==> run_1/floorplan.png <==
The bar under the picture is 50 µm long. Pins as bars on the die edge.
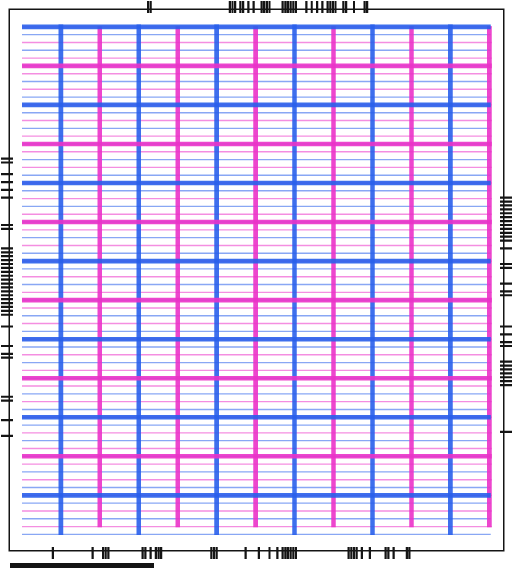
==> run_1/class_map.png <==
The bar under the picture is 50 µm long.
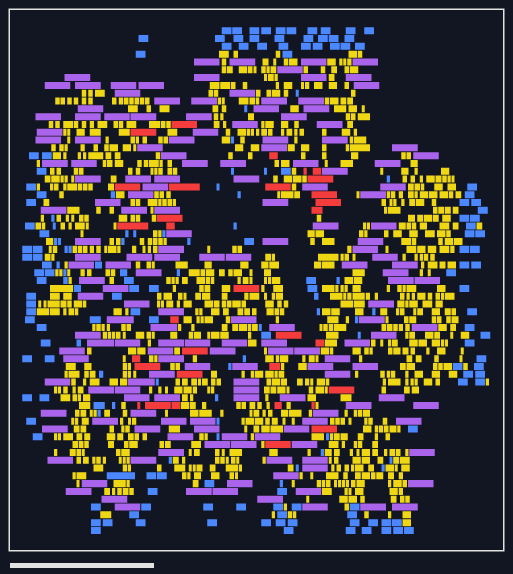
==> run_1/clock_wires.png <==
The bar under the picture is 50 µm long.
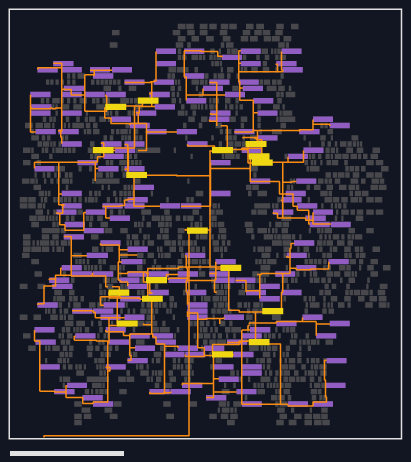
### config.mk
export PLATFORM = sky130hd
export DESIGN_NAME = generador_trafico
export DESIGN_NICKNAME = d
export VERILOG_FILES = /design/src/rtl/generador_trafico.sv
export SDC_FILE = /design/constraint.sdc
export NUM_CORES = 1
export LEC_CHECK = 0
export CORE_ASPECT_RATIO = 1.1
export CORE_MARGIN = 4
export CORE_UTILIZATION = 35
export CTS_BUF_LIST = sky130_fd_sc_hd__clkbuf_16
export CTS_CLUSTER_DIAMETER = 30
export DETAILED_ROUTE_END_ITERATION = 7
export GPL_ROUTABILITY_DRIVEN = 0
export GPL_TIMING_DRIVEN = 0
export PLACE_DENSITY = 0.62
export SETUP_SLACK_MARGIN = 0.5
export SLEW_MARGIN = 20
export SYNTH_ARGS = -nofsm -noshare
export SYNTH_HDL_FRONTEND = slang
export SYNTH_SLANG_ARGS = --single-unit
### constraint.sdc
create_clock -name clk -period 16.8 [get_ports clk]
set_input_delay 2.52 -clock clk [delete_from_list [all_inputs] [get_ports clk]]
set_output_delay 2.52 -clock clk [all_outputs]
set_load 0.01 [all_outputs]
### src/rtl/generador_trafico.sv
// Traffic generator: pushes channel/sequence-tagged words into a multi-channel
// DUT, then drains every channel and checks the read-back streams.
module generador_trafico #(
  parameter int DATA_WIDTH  = 12,
  parameter int CHANNELS    = 4,
  parameter int NUM_WORDS   = 64,
  parameter int INIT_CYCLES = 2
) (
  input  logic                           clk,
  input  logic                           reset,
  input  logic                           start,
  input  logic [1:0]                     mode,
  input  logic [$clog2(CHANNELS)-1:0]    chan_sel,
  input  logic [CHANNELS-1:0]            dut_full,
  input  logic [CHANNELS-1:0]            dut_empty,
  input  logic [CHANNELS*DATA_WIDTH-1:0] dut_data,
  output logic                           init,
  output logic                           push,
  output logic [DATA_WIDTH-1:0]          data_in,
  output logic [CHANNELS-1:0]            pop,
  output logic                           done,
  output logic                           timeout,
  output logic [15:0]                    error_count,
  output logic [15:0]                    words_sent,
  output logic [15:0]                    words_checked
);

  localparam int CW = $clog2(CHANNELS);
  localparam int SW = DATA_WIDTH - CW;

  typedef enum logic [2:0] {IDLE, INIT, RUN, DRAIN, DONE} state_t;

  state_t                state, next_state;
  logic [7:0]            lfsr;
  logic                  lfsr_fb;
  logic [CW-1:0]         rr;
  logic [CW-1:0]         target;
  logic [SW-1:0]         seq     [CHANNELS];
  logic [SW-1:0]         exp_seq [CHANNELS];
  logic [CHANNELS-1:0]   pop_q;
  logic [15:0]           init_cnt;
  logic [7:0]            drain_cnt;
  logic [2:0]            empty_run;
  logic                  start_run;
  logic                  drain_ok;
  logic                  drain_exit;
  logic                  drain_to;

  logic [CW-1:0]         rx_ch  [CHANNELS];
  logic [SW-1:0]         rx_seq [CHANNELS];
  logic [CHANNELS-1:0]   bad;
  logic [3:0]            n_chk;
  logic [3:0]            n_err;

  function automatic logic [15:0] sat_add(input logic [15:0] a, input logic [3:0] b);
    logic [16:0] s;
    s = {1'b0, a} + {13'b0, b};
    return s[16] ? 16'hFFFF : s[15:0];
  endfunction

  always_comb begin
    lfsr_fb    = lfsr[7] ^ lfsr[5] ^ lfsr[4] ^ lfsr[3];
    start_run  = start && (state == IDLE || state == DONE);
    drain_ok   = (&dut_empty) && (pop_q == '0);
    drain_exit = drain_ok && (empty_run == 3'd3);
    drain_to   = !drain_exit && (drain_cnt == 8'hFF);
    case (mode)
      2'd1:    target = chan_sel;
      2'd2:    target = lfsr[CW-1:0];
      default: target = rr;
    endcase
  end

  always_comb begin
    next_state = state;
    init       = 1'b0;
    push       = 1'b0;
    data_in    = '0;
    pop        = '0;
    done       = 1'b0;
    case (state)
      IDLE:  if (start) next_state = INIT;
      INIT: begin
        init = 1'b1;
        if (init_cnt == 16'(INIT_CYCLES - 1)) next_state = RUN;
      end
      RUN: begin
        data_in = {target, seq[target]};
        push    = !dut_full[target];
        pop     = ~dut_empty;
        if (push && words_sent == 16'(NUM_WORDS - 1)) next_state = DRAIN;
      end
      DRAIN: begin
        pop = ~dut_empty;
        if (drain_exit || drain_to) next_state = DONE;
      end
      DONE: begin
        done = 1'b1;
        if (start) next_state = INIT;
      end
      default: next_state = IDLE;
    endcase
  end

  // Read data for a pop issued last cycle is checked against the tag it must carry.
  always_comb begin
    bad   = '0;
    n_chk = '0;
    n_err = '0;
    for (int unsigned i = 0; i < CHANNELS; i++) begin
      rx_ch[i]  = dut_data[i*DATA_WIDTH + SW +: CW];
      rx_seq[i] = dut_data[i*DATA_WIDTH +: SW];
      bad[i]    = pop_q[i] && (rx_ch[i] != CW'(i) || rx_seq[i] != exp_seq[i]);
      if (pop_q[i]) n_chk = n_chk + 4'd1;
      if (bad[i])   n_err = n_err + 4'd1;
    end
  end

  always_ff @(posedge clk or posedge reset) begin
    if (reset) begin
      state         <= IDLE;
      lfsr          <= 8'hA5;
      rr            <= '0;
      pop_q         <= '0;
      init_cnt      <= '0;
      drain_cnt     <= '0;
      empty_run     <= '0;
      timeout       <= 1'b0;
      error_count   <= '0;
      words_sent    <= '0;
      words_checked <= '0;
      for (int unsigned i = 0; i < CHANNELS; i++) begin
        seq[i]     <= '0;
        exp_seq[i] <= '0;
      end
    end else begin
      state <= next_state;
      pop_q <= pop;
      if (start_run) begin
        lfsr          <= 8'hA5;
        rr            <= '0;
        init_cnt      <= '0;
        drain_cnt     <= '0;
        empty_run     <= '0;
        timeout       <= 1'b0;
        error_count   <= '0;
        words_sent    <= '0;
        words_checked <= '0;
        for (int unsigned i = 0; i < CHANNELS; i++) begin
          seq[i]     <= '0;
          exp_seq[i] <= '0;
        end
      end else begin
        if (state == INIT) init_cnt <= init_cnt + 16'd1;
        if (push) begin
          seq[target] <= seq[target] + SW'(1);
          rr          <= rr + CW'(1);
          lfsr        <= {lfsr[6:0], lfsr_fb};
          words_sent  <= sat_add(words_sent, 4'd1);
        end
        // A mismatch resynchronises to the received sequence so one bad word counts once.
        for (int unsigned i = 0; i < CHANNELS; i++) begin
          if (pop_q[i]) exp_seq[i] <= bad[i] ? rx_seq[i] + SW'(1) : exp_seq[i] + SW'(1);
        end
        words_checked <= sat_add(words_checked, n_chk);
        error_count   <= sat_add(error_count, n_err);
        if (state == DRAIN) begin
          drain_cnt <= drain_cnt + 8'd1;
          empty_run <= drain_ok ? empty_run + 3'd1 : 3'd0;
          if (drain_to) timeout <= 1'b1;
        end
      end
    end
  end

endmodule

==> impl_metrics.env, run 1 <==
# yosys + openroad results
export IMPL_start_kind="input port"
export IMPL_simple_gate_share_pct=23.6
export IMPL_cts_setup_buffers=0
export IMPL_synth_cell_type_count=64
export IMPL_port_buffers=130
export IMPL_combPwrFrac_pct=39.6
export IMPL_ant_nets=0
export IMPL_rsz0062_at_grt="no"
export IMPL_synthTopLogicFamily="simple AND/OR/NAND/NOR gates"
export IMPL_dpl_cell_area_mm2=0.0121
export IMPL_edf_count=0
export IMPL_yosys_area_mm2=0.0103
export IMPL_htree_levels=4
export IMPL_post_route_drc_count=0
export IMPL_ctsResizeCount=0
export IMPL_r2r_cells=18
export IMPL_final_cells=1721
export IMPL_finalPower_uw=1720
export IMPL_design_area_mm2=0.0127
export IMPL_drt_iter0_drc=537
export IMPL_avgViaCountPerCell=5.29
export IMPL_largest_area_cell="dfrtp_1"
export IMPL_grt_pass1_vias=8955
export IMPL_critPathRequiredTime_ns=14.28
export IMPL_clock_path_buffers=2
export IMPL_end_kind="primary output"
export IMPL_p_int_uw=1040
export IMPL_aoi_share_pct=13.6
export IMPL_final_setup_skew_ns=0.0148
export IMPL_syn_cell_area_mm2=0.0103
export IMPL_status="completed"
export IMPL_log_warning_count=32
export IMPL_drv_slew=0
export IMPL_top_area_share_pct=41.0
export IMPL_power_density_mw_per_mm2=136
export IMPL_die_h_um=188
export IMPL_fin_crit_ns=8.17
export IMPL_ys_flops=173
export IMPL_peakVddDrop_uv=57.4
export IMPL_synthXorXnorAreaFrac_pct=10.3
export IMPL_fmax_ghz=0.122
export IMPL_clkSlewWorstSetupHoldPaths_ns=0.07
export IMPL_layout_drive_gt1_share_pct=5.03
export IMPL_setup_violations_final=0
export IMPL_p_seq_share_pct=37.1
export IMPL_p_sw_share_pct=39.8
export IMPL_die_width_um=172
export IMPL_lay_top_cells="169 x dfrtp_1, 138 x nand2_1, 130 x clkdlybuf4s50_1"
export IMPL_hpwlAfterDp_mm=20.8
export IMPL_rr_endpoint="error_count[13]$_DFF_PP0_"
export IMPL_die_area_mm2=0.0323
export IMPL_lay_top_count="dfrtp_1"
export IMPL_slew_headroom_pct=38.4
export IMPL_p_clk_share_pct=23.3
export IMPL_synthCells=1188
export IMPL_routedWlPerCell_um=16.7
export IMPL_hold_buffers=0
export IMPL_via_count=9108
export IMPL_fillers=2836
export IMPL_fp_util_pct=35.7
export IMPL_pre_cts_ws_ns=8.62
export IMPL_worstHoldEndpoint="empty_run[2]$_DFFE_PP0P_"
export IMPL_switchingPower_uw=686
export IMPL_ios=131
export IMPL_syn_to_final_growth_pct=23.2
export IMPL_grt_pass1_wl_mm=47.2
export IMPL_clock_sinks=173
export IMPL_clock_latency_ns=0.43
export IMPL_nNetsFinal=1433
export IMPL_rows=65
export IMPL_synthMuxAreaShare_pct=3.12
export IMPL_r2r_start="exp_seq[31]$_DFFE_PP0P_"
export IMPL_finalClockPeriodUsage_pct=48.6
export IMPL_hold_viol=0
About floorplan.png:
VSS: shown in blue. VDD: shown in magenta.
The core has 65 rows. 131 signal pins sit on the boundary. 13 straps on met5. 66 met1 rails follow the rows.

About class_map.png:
registers: shown in purple, cells 173. remaining logic cells: shown in yellow, cells 962. clock drivers and dummy loads: shown in red, cells 32. remaining buffers and delay cells: shown in blue, cells 185.

About clock_wires.png:
flip-flops: shown in purple, count 173. clock wires: shown in orange, length 2370 µm. clock-net drivers: shown in yellow, count 17.
There are 18 routed clock nets.

run 1: cell type report:
cell class	instances	area, µm²	area share [%]
Multi-Input combinational cell	928	5630	44.3
Sequential cell	173	4330	34.1
Timing Repair Buffer	131	1330	10.5
Tap cell	368	460	3.62
Clock buffer	17	425	3.35
Buffer	54	235	1.85
Clock inverter	15	163	1.28
Inverter	34	135	1.06
Antenna cell	1	2.50	0.0197
run 1: worst max-delay path, cell delays in order:
cell and delay [ns]:
clkdlybuf4s50_1 0.48, inv_1 0.05, ha_1 0.33, a221o_1 0.30
and2_4 0.15, mux4_2 0.47, or2_4 0.29, inv_1 0.09
buf_6 0.14, buf_2 0.24, clkdlybuf4s50_1 0.58
run 1: through the flow:
| step | utilization [%] | hold slack (ns) |
|---|---|---|
| after floorplan | - | 0.450 |
| after detailed placement | 42.0 | 0.474 |
| final | 44.0 | 0.484 |
| after global placement | 41.9 | 0.470 |
| after global routing | 44.0 | 0.524 |
| after CTS | 44.0 | 0.490 |
run 1: metal layers:
metal	vias to the layer above	track usage, %	routed length (µm)
met5	-	0	13
met1	4407	24.8	13400
met4	2	4.90	376
met3	27	3.35	1350
li1	4456	-	-
met2	216	29.1	13600
run 1: cells in the mapped netlist (all sizes together), types with 3 or more instances:
cell	n
dfrtp	169
nand2	139
nor2	116
o21ai	110
nand3	101
xor2	74
a21oi	70
xnor2	47
clkbuf	44
and3	34
inv	34
ha	29
mux2i	22
nand4	21
nand2b	15
nor3	15
nor4	14
or3	11
a22oi	10
buf	10
nor2b	8
a211oi	7
a32o	7
mux2	7
and2	6
nand3b	6
or2	5
a21o	4
a31oi	4
dfstp	4
nor3b	4
and4	3
o211a	3
o22ai	3
o31ai	3
run 1: worst max path at each step:
| stage | start | end | slack, ns |
|---|---|---|---|
| 2_1_floorplan | reset | drain_cnt[0]$_DFFE_PP0P_ | 9.60 |
| 3_3_place_gp | reset | error_count[6]$_DFF_PP0_ | 6.97 |
| 3_5_place_dp | mode[0] | push | 8.62 |
| 4_1_cts | mode[0] | push | 8.61 |
| 5_1_grt | mode[0] | push | 8.49 |
| 6_report | mode[0] | push | 8.63 |
run 1: state kept, by name, summed over array words and instances (netlist names), 4 cells and up:
name,flops
drain_cnt,8
error_count,16
exp_seq,40
init_cnt,16
lfsr,8
pop_q,4
seq,40
words_checked,16
words_sent,16
run 1: logic make-up after synthesis:
group | count (synthesis)
DFF | 173
adders and majority gates | 31
muxes | 30
and+or+nand+nor | 503
AOI/OAI and AO/OA | 241
xor gates and xnor gates | 121
buffers and inverters | 88
other | 1
run 1: power groups by stage:
stage	logic, µW	registers, µW	clock network (µW)
floorplan	453	623	0
global placement	675	642	0
detailed placement	689	645	0
CTS	692	638	411
global route	771	657	429
finish	683	639	402
==> run_1/layers.png <==
Only two layers are drawn.
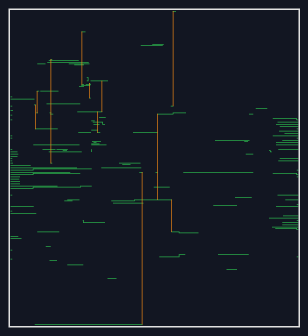

## Run 2: what changed since run 1
Settings changed: PLACE_DENSITY 0.62 to 0.64.
Clock period 16.8 ns to 6.5 ns, I/O delays scaled along.
==> run_2/layers.png <==
Only two layers are drawn.
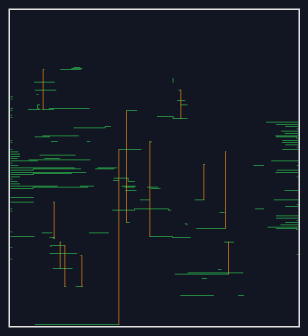
M4: shown in orange, wire length 434 µm. M3: shown in green, wire length 1280 µm.

==> impl_metrics.env, run 2 <==
# yosys + openroad results
export IMPL_power_density_mw_per_mm2=353
export IMPL_ant_nets=0
export IMPL_common_cells="169 x dfrtp_1, 138 x nand2_1, 115 x nor2_1"
export IMPL_yosys_area_mm2=0.0103
export IMPL_synth_cell_type_count=64
export IMPL_fin_crit_ns=5.44
export IMPL_setup_violations_final=0
export IMPL_clock_sinks=173
export IMPL_layout_drive_gt1_share_pct=5.03
export IMPL_diodes=0
export IMPL_fp_util_pct=35.7
export IMPL_rows=65
export IMPL_clkSlewWorstSetupHoldPaths_ns=0.07
export IMPL_synthCells=1188
export IMPL_end_kind="flop"
export IMPL_lay_top_count="dfrtp_1"
export IMPL_clock_path_buffers=2
export IMPL_hpwlAfterDp_mm=20.9
export IMPL_post_route_drc_count=0
export IMPL_syn_cell_area_mm2=0.0103
export IMPL_drv_slew=0
export IMPL_design_area_mm2=0.0127
export IMPL_ctsResizeCount=0
export IMPL_log_warning_count=32
export IMPL_via_count=9160
export IMPL_avgViaCountPerCell=5.33
export IMPL_synth_warnings=0
export IMPL_die_width_um=172
export IMPL_critPathRequiredTime_ns=6.85
export IMPL_peakVddDrop_uv=143
export IMPL_top_area_share_pct=41.0
export IMPL_hold_viol=0
export IMPL_slew_headroom_pct=40.4
export IMPL_pre_cts_ws_ns=0.611
export IMPL_fmax_ghz=0.184
export IMPL_largest_area_cell="dfrtp_1"
export IMPL_edf_count=0
export IMPL_finalClockPeriodUsage_pct=83.7
export IMPL_die_h_um=188
export IMPL_port_buffers=130
export IMPL_die_area_mm2=0.0323
export IMPL_nNetsFinal=1433
export IMPL_gr_total_overflow=0
export IMPL_start_kind="input port"
export IMPL_status="completed"
export IMPL_drt_iter0_drc=553
export IMPL_lay_top_cells="169 x dfrtp_1, 138 x nand2_1, 130 x clkdlybuf4s50_1"
export IMPL_ios=131
export IMPL_largestRegisters="exp_seq: 40 flops, seq: 40 flops"
export IMPL_dpl_cell_area_mm2=0.0121
export IMPL_cts_setup_buffers=0
export IMPL_final_util_pct=44.0
export IMPL_grt_pass1_wl_mm=47.8
export IMPL_grt_pass1_vias=9178
==> run_2/floorplan.png <==
The bar under the picture is 50 µm long. Pins as bars on the die edge.
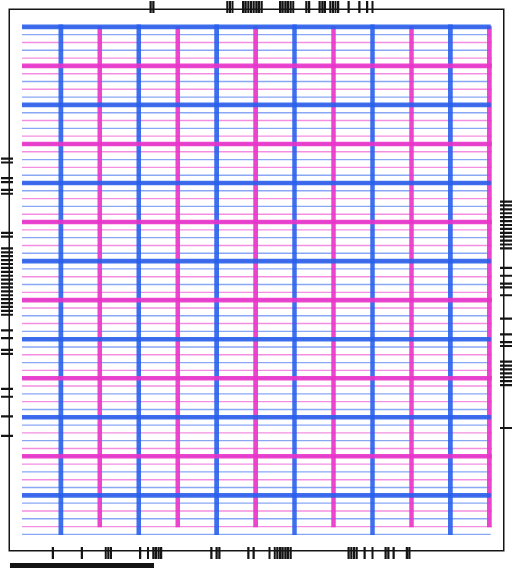
VSS: shown in blue. VDD: shown in magenta.
66 met1 rails follow the rows. 131 signal pins sit on the boundary. 12 straps on met4. The core has 65 rows. 13 straps on met5.

run 2: netlist changes by cell type in the layout (fill, tap and decap cells not counted):
cell,change
inv_8,-2
clkinv_4,-3
clkinv_2,+3
inv_6,+1
diode_2,-1
bufinv_16,+1
run 2: critical path: stages:
cell	delay, ns
clkdlybuf4s50_1	0.49
xor2_1	0.18
nor4_1	0.30
nand3_1	0.34
nand2_1	0.44
ha_1	0.34
xnor2_1	0.17
ha_1	0.28
mux2_2	0.18
inv_1	0.06
fa_1	0.42
nor2b_1	0.11
o21ai_0	0.08
nand2b_1	0.13
and3_1	0.23
nand2_1	0.12
or3_1	0.46
clkbuf_1	0.27
a21oi_1	0.20
run 2: worst paths after layout:
kind	start	to	cells after the start
max	dut_data[19]	error_count[13]$_DFF_PP0_	19
min	lfsr[6]$_DFFE_PP0P_	lfsr[7]$_DFFE_PP1P_	2
max reg2reg	exp_seq[27]$_DFFE_PP0P_	error_count[13]$_DFF_PP0_	18
min reg2reg	lfsr[6]$_DFFE_PP0P_	lfsr[7]$_DFFE_PP1P_	2
max in group asynchronous	reset	error_count[1]$_DFF_PP0_	3
min in group asynchronous	reset	words_sent[7]$_DFFE_PP0P_	2
run 2: cell type report:
cell class	count	area (µm²)
multi-input combinational	928	5630
clock inverter	15	168
fill	2838	16200
sequential	173	4330
buffer	54	235
clock buffer	17	425
timing repair buffer	131	1330
tap	368	460
inverter	34	135
run 2: cell families after synthesis:
kind of cell    share of synthesized area, %
compound gates                          13.6
xor+xnor                                10.3
fa+ha+maj                               3.90
buf+inv                                 3.52
flops                                   42.0
mux                                     3.12
other cells                           0.0363
simple gates                            23.6
run 2: power by group:
group          switching [µW]  internal (µW)
clock network             454            605
logic                    1030            748
registers                 289           1360
run 2: metrics by stage:
step | cells | hold slack (ns)
floorplan | 1189 | 0.450
global placement | 1687 | 0.470
detailed placement | 1688 | 0.484
CTS | 1720 | 0.495
global route | 1720 | 0.505
finish | 1720 | 0.488
run 2: routing by layer:
metal | track usage, % | vias to the layer above | routed length, µm | share of wire [%]
met4 | 4.99 | 2 | 433 | 1.5
met3 | 3.27 | 28 | 1280 | 4.4
li1 | - | 4450 | - | -
met1 | 24.8 | 4485 | 13500 | 46
met5 | 0 | - | 13 | 0.045
met2 | 29.5 | 195 | 13800 | 48
No activity file was given, so power comes from the tool's default toggle rates.
